==> run_1/layers.png <==
Only two layers are drawn.
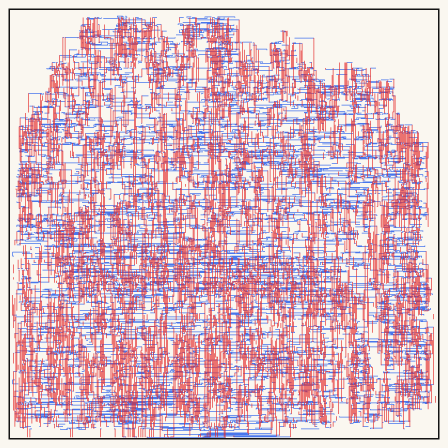
==> run_1/congestion_map.png <==
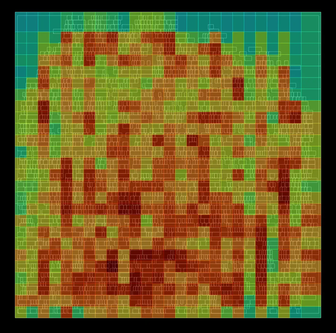
==> run_1/floorplan.png <==
The bar under the picture is 50 um long. Pins as bars on the die edge. Tap cells in grey.
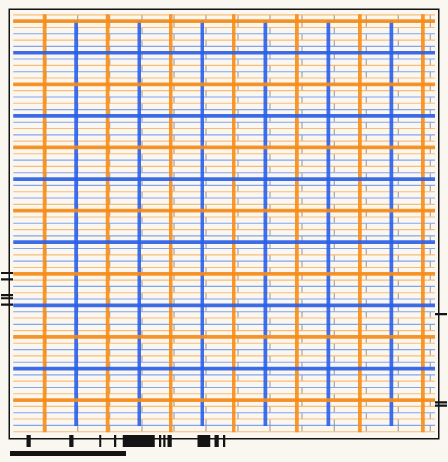
**src/rtl/pwm_pkg.sv**
```systemverilog
// -----------------------------------------------------------------------------
// pwm_pkg
// Shared constants and types for the PWM generator.
//   CNT_W_DEF    : default width of the period input, cycle counter and threshold
//   DUTY_W_DEF   : default width of the duty input (percent)
//   DUTY_MAX_DEF : full-scale duty; larger requests clamp to this value
//   cnt_t        : period/count word at the default width
// -----------------------------------------------------------------------------
package pwm_pkg;
  localparam int CNT_W_DEF    = 32;
  localparam int DUTY_W_DEF   = 7;
  localparam int DUTY_MAX_DEF = 100;

  typedef logic [CNT_W_DEF-1:0] cnt_t;
endpackage

```
**src/rtl/pwm_gen_if.sv**
```systemverilog
// -----------------------------------------------------------------------------
// pwm_gen_if
// Signal bundle between a PWM consumer (master) and pwm_gen (slave).
//   duty        : requested high time in percent (master -> slave)
//   period      : PWM cycle length in clk cycles (master -> slave)
//   pwm_out     : registered PWM waveform (slave -> master)
//   cycle_start : one-clock strobe on each non-empty cycle load
//                 (present only when PWM_CYCLE_STROBE_EN is defined)
// -----------------------------------------------------------------------------
interface pwm_gen_if
  import pwm_pkg::*;
#(
  parameter int CNT_W  = CNT_W_DEF,
  parameter int DUTY_W = DUTY_W_DEF
);
  logic [DUTY_W-1:0] duty;
  logic [CNT_W-1:0]  period;
  logic              pwm_out;
`ifdef PWM_CYCLE_STROBE_EN
  logic              cycle_start;

  modport master (output duty, output period, input pwm_out, input cycle_start);
  modport slave  (input duty, input period, output pwm_out, output cycle_start);
`else
  modport master (output duty, output period, input pwm_out);
  modport slave  (input duty, input period, output pwm_out);
`endif
endinterface

```
**src/rtl/pwm_thresh_calc.sv**
```systemverilog
// -----------------------------------------------------------------------------
// pwm_thresh_calc
// Combinational high-time calculation: clamps duty to DUTY_MAX, then
// calc = (period * duty_c) / DUTY_MAX with integer truncation.
//   period : PWM cycle length in clk cycles
//   duty   : requested duty in percent (clamped internally)
//   calc   : number of high cycles per PWM cycle, always <= period
// -----------------------------------------------------------------------------
module pwm_thresh_calc
  import pwm_pkg::*;
#(
  parameter int CNT_W    = CNT_W_DEF,
  parameter int DUTY_W   = DUTY_W_DEF,
  parameter int DUTY_MAX = DUTY_MAX_DEF
) (
  input  logic [CNT_W-1:0]  period,
  input  logic [DUTY_W-1:0] duty,
  output logic [CNT_W-1:0]  calc
);
  localparam int PROD_W = CNT_W + DUTY_W;

  logic [DUTY_W-1:0] duty_c;
  logic [PROD_W-1:0] prod;

  // The product is kept at full width so the division cannot lose high bits;
  // since duty_c <= DUTY_MAX the quotient always fits back into CNT_W.
  always_comb begin
    duty_c = (duty > DUTY_W'(DUTY_MAX)) ? DUTY_W'(DUTY_MAX) : duty;
    prod   = PROD_W'(period) * PROD_W'(duty_c);
    calc   = CNT_W'(prod / PROD_W'(DUTY_MAX));
  end
endmodule

```
**src/rtl/pwm_gen.sv**
```systemverilog
// -----------------------------------------------------------------------------
// pwm_gen
// Free-running PWM generator. Period (clk cycles) and duty (percent) are
// captured only at PWM cycle boundaries, so every output cycle is glitch-free.
//   clk  : system clock
//   rst  : asynchronous active-low reset
//   bus  : pwm_gen_if.slave (duty, period in; pwm_out out;
//          cycle_start out when PWM_CYCLE_STROBE_EN is defined)
// Optional feature macro: PWM_CYCLE_STROBE_EN adds a one-clock cycle_start
// strobe on every load edge whose loaded period is non-zero.
// -----------------------------------------------------------------------------
module pwm_gen
  import pwm_pkg::*;
#(
  parameter int CNT_W    = CNT_W_DEF,
  parameter int DUTY_W   = DUTY_W_DEF,
  parameter int DUTY_MAX = DUTY_MAX_DEF
) (
  input  logic       clk,
  input  logic       rst,
  pwm_gen_if.slave   bus
);
  logic [CNT_W-1:0] cnt_q, cnt_d;
  logic [CNT_W-1:0] period_q, period_d;
  logic [CNT_W-1:0] thresh_q, thresh_d;
  logic             pwm_q, pwm_d;
  logic [CNT_W-1:0] calc;
  logic [CNT_W:0]   cnt_inc;
  logic             load;

  pwm_thresh_calc #(
    .CNT_W    (CNT_W),
    .DUTY_W   (DUTY_W),
    .DUTY_MAX (DUTY_MAX)
  ) u_thresh_calc (
    .period (bus.period),
    .duty   (bus.duty),
    .calc   (calc)
  );

  always_comb begin
    // period_q == 0 also covers the first clock after reset.
    load    = (period_q == '0) || (cnt_q >= period_q - CNT_W'(1));
    // One extra bit so cnt + 1 never wraps in the compare below.
    cnt_inc = {1'b0, cnt_q} + (CNT_W+1)'(1);

    cnt_d    = cnt_inc[CNT_W-1:0];
    period_d = period_q;
    thresh_d = thresh_q;
    // pwm_out is registered against the count it will accompany next cycle.
    pwm_d    = (cnt_inc < {1'b0, thresh_q});

    if (load) begin
      cnt_d    = '0;
      period_d = bus.period;
      thresh_d = calc;
      pwm_d    = (calc != '0);
    end
  end

  always_ff @(posedge clk or negedge rst) begin
    if (!rst) begin
      cnt_q    <= '0;
      period_q <= '0;
      thresh_q <= '0;
      pwm_q    <= 1'b0;
    end else begin
      cnt_q    <= cnt_d;
      period_q <= period_d;
      thresh_q <= thresh_d;
      pwm_q    <= pwm_d;
    end
  end

  assign bus.pwm_out = pwm_q;

`ifdef PWM_CYCLE_STROBE_EN
  logic cycle_start_q, cycle_start_d;

  always_comb begin
    cycle_start_d = load && (bus.period != '0);
  end

  always_ff @(posedge clk or negedge rst) begin
    if (!rst) begin
      cycle_start_q <= 1'b0;
    end else begin
      cycle_start_q <= cycle_start_d;
    end
  end

  assign bus.cycle_start = cycle_start_q;
`endif
endmodule

```
**src/flat_wrapper.sv**
```systemverilog
// flat-port wrapper written by rule: the top's interface ports become plain ports
module pwm_gen_flat import pwm_pkg::*;
#(
  parameter int CNT_W    = CNT_W_DEF,
  parameter int DUTY_W   = DUTY_W_DEF,
  parameter int DUTY_MAX = DUTY_MAX_DEF
)
  (clk, rst, bus_duty, bus_period, bus_pwm_out);
  pwm_gen_if #(.CNT_W(CNT_W), .DUTY_W(DUTY_W)) bus_i ();
  input  logic clk;
  input  logic rst;
  input wire logic [$bits(bus_i.duty)-1:0] bus_duty;
  input wire logic [$bits(bus_i.period)-1:0] bus_period;
  output wire logic [$bits(bus_i.pwm_out)-1:0] bus_pwm_out;
  assign bus_i.duty = bus_duty;
  assign bus_i.period = bus_period;
  assign bus_pwm_out = bus_i.pwm_out;
  pwm_gen #(.CNT_W(CNT_W), .DUTY_W(DUTY_W), .DUTY_MAX(DUTY_MAX)) u_core (.clk(clk), .rst(rst), .bus(bus_i));
endmodule
```
**config.mk**
```make
export PLATFORM = sky130hd
export DESIGN_NAME = pwm_gen_flat
export DESIGN_NICKNAME = d
export VERILOG_FILES = /design/src/rtl/pwm_pkg.sv /design/src/rtl/pwm_gen_if.sv /design/src/rtl/pwm_thresh_calc.sv /design/src/rtl/pwm_gen.sv /design/src/flat_wrapper.sv
export SDC_FILE = /design/constraint.sdc
export NUM_CORES = 1
export LEC_CHECK = 0
export ABC_AREA = 1
export CAP_MARGIN = 25
export CORE_MARGIN = 1
export CORE_UTILIZATION = 60
export CTS_CLUSTER_DIAMETER = 60
export DETAILED_ROUTE_END_ITERATION = 8
export MAX_ROUTING_LAYER = met4
export PLACE_DENSITY = 0.77
export SLEW_MARGIN = 0
export SYNTH_ARGS = -nofsm -noshare
export SYNTH_HDL_FRONTEND = slang
export SYNTH_SLANG_ARGS = --single-unit
export TNS_END_PERCENT = 5
```
**constraint.sdc**
```tcl
create_clock -name clk -period 21.6 [get_ports clk]
set_input_delay 2.16 -clock clk [delete_from_list [all_inputs] [get_ports clk]]
set_output_delay 2.16 -clock clk [all_outputs]
set_load 0.05 [all_outputs]
```
==> changes_impl.md, run 1 <==
## Implementation

- Port buffer count: 41
- Post-synthesis cell count: 2904
- Setup WS pre-CTS: -0.802 ns
- Fp_density: 61.2%
- Placed Instances: 3366
- Cycle use final: 99.1%
- Crit path from: bus_duty[0]
- Chip Area, Yosys: 19900 sq um
- Cells in synth_stat.txt: 2904
- Relative slew slack: 25.2%
- H-tree depth: 3
- Async S/R FF share, synth: 100%
- Root buf cell: clkbuf_16
- RSZ-0062 raised after global routing: true
- Share of cells above drive strength 1: 21.7%
- XOR/XNOR Fraction of Synth Area: 3.66%
- CTS buffer count: 9
- Area delta synth->final: 13.4%
- Hpwl dp: 41500 um
- Number of global-route vias before repair: 18700
- Final TNS setup: 0 ns
- Crit-path slowest cell: fa_1
- CP most frequent cell: nand2_4
- Post-synth top cells: nand2_1, inv_1, nor2_1, nand3_1, nand2_2
- Reg2reg end: u_core.bus.pwm_out$_DFF_PN0_
- Status: finished, final reports clean
- Clk buf depth: 2
- First-pass GRT wire length: 85200 um
- Synth Warn #: 0
- Avg Cell Area, Syn: 6.87 sq um
- Setup Buffers After CTS: 6
- FMAX: 46.7 MHz
- Largest net degree at the start of global routing: 78
- ANT cells: 0
- Adder Area Share: 22.6%
- Vias: 19000
- Simple share: 41.5%
- # IOs: 42
- Crit path time final: 21.42 ns
- Hold crit path type: reg2reg
- Flop-to-flop setup slack: 11.60 ns
- Routed wire length: 53200 um
- CP endpoint: u_core.bus.pwm_out$_DFF_PN0_
- Required time of the critical path: 21.89 ns
- Core ar.: 32600 sq um
## Picture notes: layers.png
layer	colour	wire length
M2	red	26.1 mm
M1	blue	21.6 mm

## Picture notes: congestion_map.png
met3 GRT Util: 4.35%
grt met2 use: 54.7%
GRT Resource Usage Total: 31.8%
WL/cell: 15.5 um
met1 usage: 37.1%

## Picture notes: floorplan.png
net	colour
VSS	orange
VDD	blue
met1 rails	67
met4 straps	13
met5 straps	13
tap cells	442
rows	66

[run 1: routing by layer]
| layer | wire, um | vias up | global-route usage, % |
|---|---|---|---|
| li1 | - | 9190 | - |
| met1 | 21600 | 8989 | 37.1 |
| met2 | 26100 | 606 | 54.7 |
| met3 | 3020 | 187 | 4.35 |
| met4 | 2400 | 0 | 13.5 |
| met5 | 0 | - | - |
[run 1: layout make-up]
cell class / count / share of cell area, %
Multi-Input combinational cell: 2183 / 70.8
Sequential cell: 97 / 10.7
Inverter: 586 / 10.4
Timing Repair Buffer: 102 / 4.27
Tap cell: 442 / 2.44
Clock buffer: 11 / 1.12
Clock inverter: 4 / 0.232
[run 1: sequential cells by signal (all words and copies together) (netlist names)]
register            flops
u_core.bus.pwm_out      1
u_core.cnt_q           32
u_core.period_q        32
u_core.thresh_q        32
==> run 2: changes to the inputs <==
- ABC_AREA: 1 -> not set
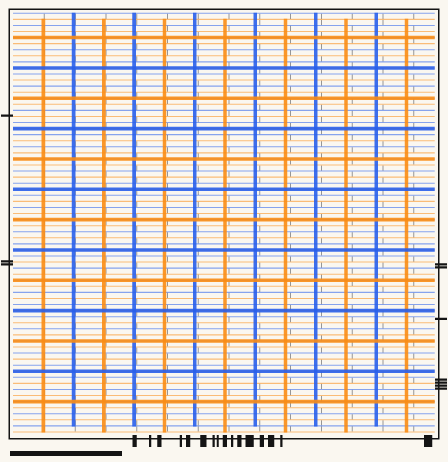
(run_2/floorplan.png)
The bar under the picture is 50 um long. Pins as bars on the die edge. Tap cells in grey.
net	colour
VDD	blue
VSS	orange
tap cells	461
met1 rails	70
met5 straps	13
rows	69
signal pins	42

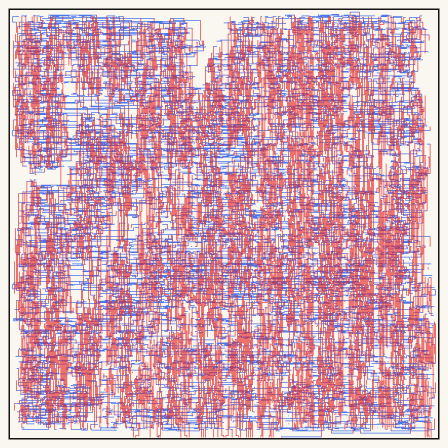
(run_2/layers.png)
Only two layers are drawn.
layer	colour	wire length
M2	red	38.7 mm
M1	blue	29.9 mm

==> changes_impl.md, run 2 <==
## Implementation

- FMAX: 36.8 MHz (-21%)
- Port buffer count: 41 (unchanged)
- Avg Cell Area, Syn: 8.08 sq um (+18%)
- R2R Path Start: u_core.period_q[2]$_DFFE_PN0N_
- Share of cells above drive strength 1: 32.1% (+10 points)
- Uppermost routed layer: met4
- Top Registers: u_core.cnt_q: 32 flops, u_core.period_q: 32 flops, u_core.thresh_q: 32 flops
- Grt met2 use: 74.4% (+20 points)
- Residual DRC: 1
- Failing checks: DRC, setup timing
- Crit path time final: 27.16 ns (+5.74 ns)
- Met1 usage: 49.5% (+12 points)
- Post-synth top cells: nand2_1, nor2_1, a21oi_1, inv_1, fa_1
- Chip Area, Yosys: 21600 sq um (+8.5%)
- Most frequent cells in the layout: buf_4, nand2_1, nor2_1
- Final hold slack: 0.510 ns
- Root buf cell: clkbuf_16
- Setup violators final: 11
- H-tree depth: 3 (unchanged)
- Hold path cells: 1
- First-pass GRT wire length: 127000 um (+49%)
- Reg2reg end: u_core.bus.pwm_out$_DFF_PN0_
- Met2 routed WL: 38700 um (+48%)
- Setup Buffers After CTS: 7 (+1)
- CP most frequent cell: buf_4
- Biggest cell delay along the critical path: 0.62 ns
- Hpwl dp: 61300 um (+48%)
- Setup ws final: -5.56 ns
- Cycle use final: 126% (+27 points)
- Hold Path End: u_core.thresh_q[28]$_DFFE_PN0N_
- Met3 Wirelength: 5870 um (+94%)
- Most Used Layer, Global Route: met2
- Pre-antenna DRT Iters: 9
- CP endpoint: u_core.thresh_q[0]$_DFFE_PN0N_
- Clock Skews: 0.00964 ns
- Final TNS setup: -34.86 ns (-34.86 ns)
- Flop-to-flop setup slack: 13.87 ns (+2.27 ns)
- RSZ-0062 raised after global routing: true
- Post-synthesis cell count: 2678 (-7.8%)
- CTS buffer count: 9 (unchanged)
- Core ar.: 35500 sq um (+8.8%)
- Die footprint: 36800 sq um
- Crit path from: bus_duty[5]
- Relative slew slack: 27.9% (+2.8 points)
- # IOs: 42 (unchanged)
- Status: finished with violations
- Placer Congestion: 1.04
- Final net count: 3671
- Buffers & Inverters on Critical Path: 14
- Post-cts sizing count: 53
- Post-Route M1 WL: 29900 um (+38%)
- Routed wire length: 79600 um (+50%)
- Cell with the most instances after synthesis: nand2_1
- Hold-fix buffers at CTS: 0
- Crit-path slowest cell: fa_1
- Met3 GRT Util: 7.95% (+3.6 points)
- Fp_density: 61.0% (-0.18 points)
- Drt via density: 6.58
- WL/cell: 20.8 um (+34%)
- ANT cells: 0 (unchanged)
- Cells in synth_stat.txt: 2678 (-7.8%)
- Async S/R FF share, synth: 100% (unchanged)
- Synth Warn #: 0 (unchanged)
- # clock sinks: 97
- Synth Cell Area: 21600 sq um
- Clk buf depth: 2 (unchanged)
- Initial DRC count: 2297
- Required time of the critical path: 21.85 ns (-0.04 ns)
- Placed Instances: 3798 (+13%)
- Setup WS pre-CTS: -5.70 ns (-4.90 ns)
- Number of global-route vias before repair: 25400 (+36%)
- GRT Resource Usage Total: 44.4% (+13 points)
- WP data arrival: 27.41 ns
- Hold crit path type: reg2reg
- Vias: 25200 (+33%)
- Area delta synth->final: 35.3%
- Largest net degree at the start of global routing: 69 (-12%)
-- run 2: cell families after synthesis --
kind of cell	synth area share (%)
AND/OR/NAND/NOR	24.8
multiplexers	3.46
XOR/XNOR	6.57
AND-OR/OR-AND	27.6
flip-flops	11.2
buffers and inverters	5.26
adder cells (fa/ha/maj)	21.1
-- run 2: final cells by class --
| class | instances | share of cell area [%] |
|---|---|---|
| clock buffers | 13 | 0.889 |
| clock inverters | 3 | 0.162 |
| well taps | 461 | 1.97 |
| multi-input cells | 2298 | 65.6 |
| flip-flops and latches | 97 | 8.29 |
| repair buffers | 785 | 20.9 |
| inverters | 168 | 2.15 |
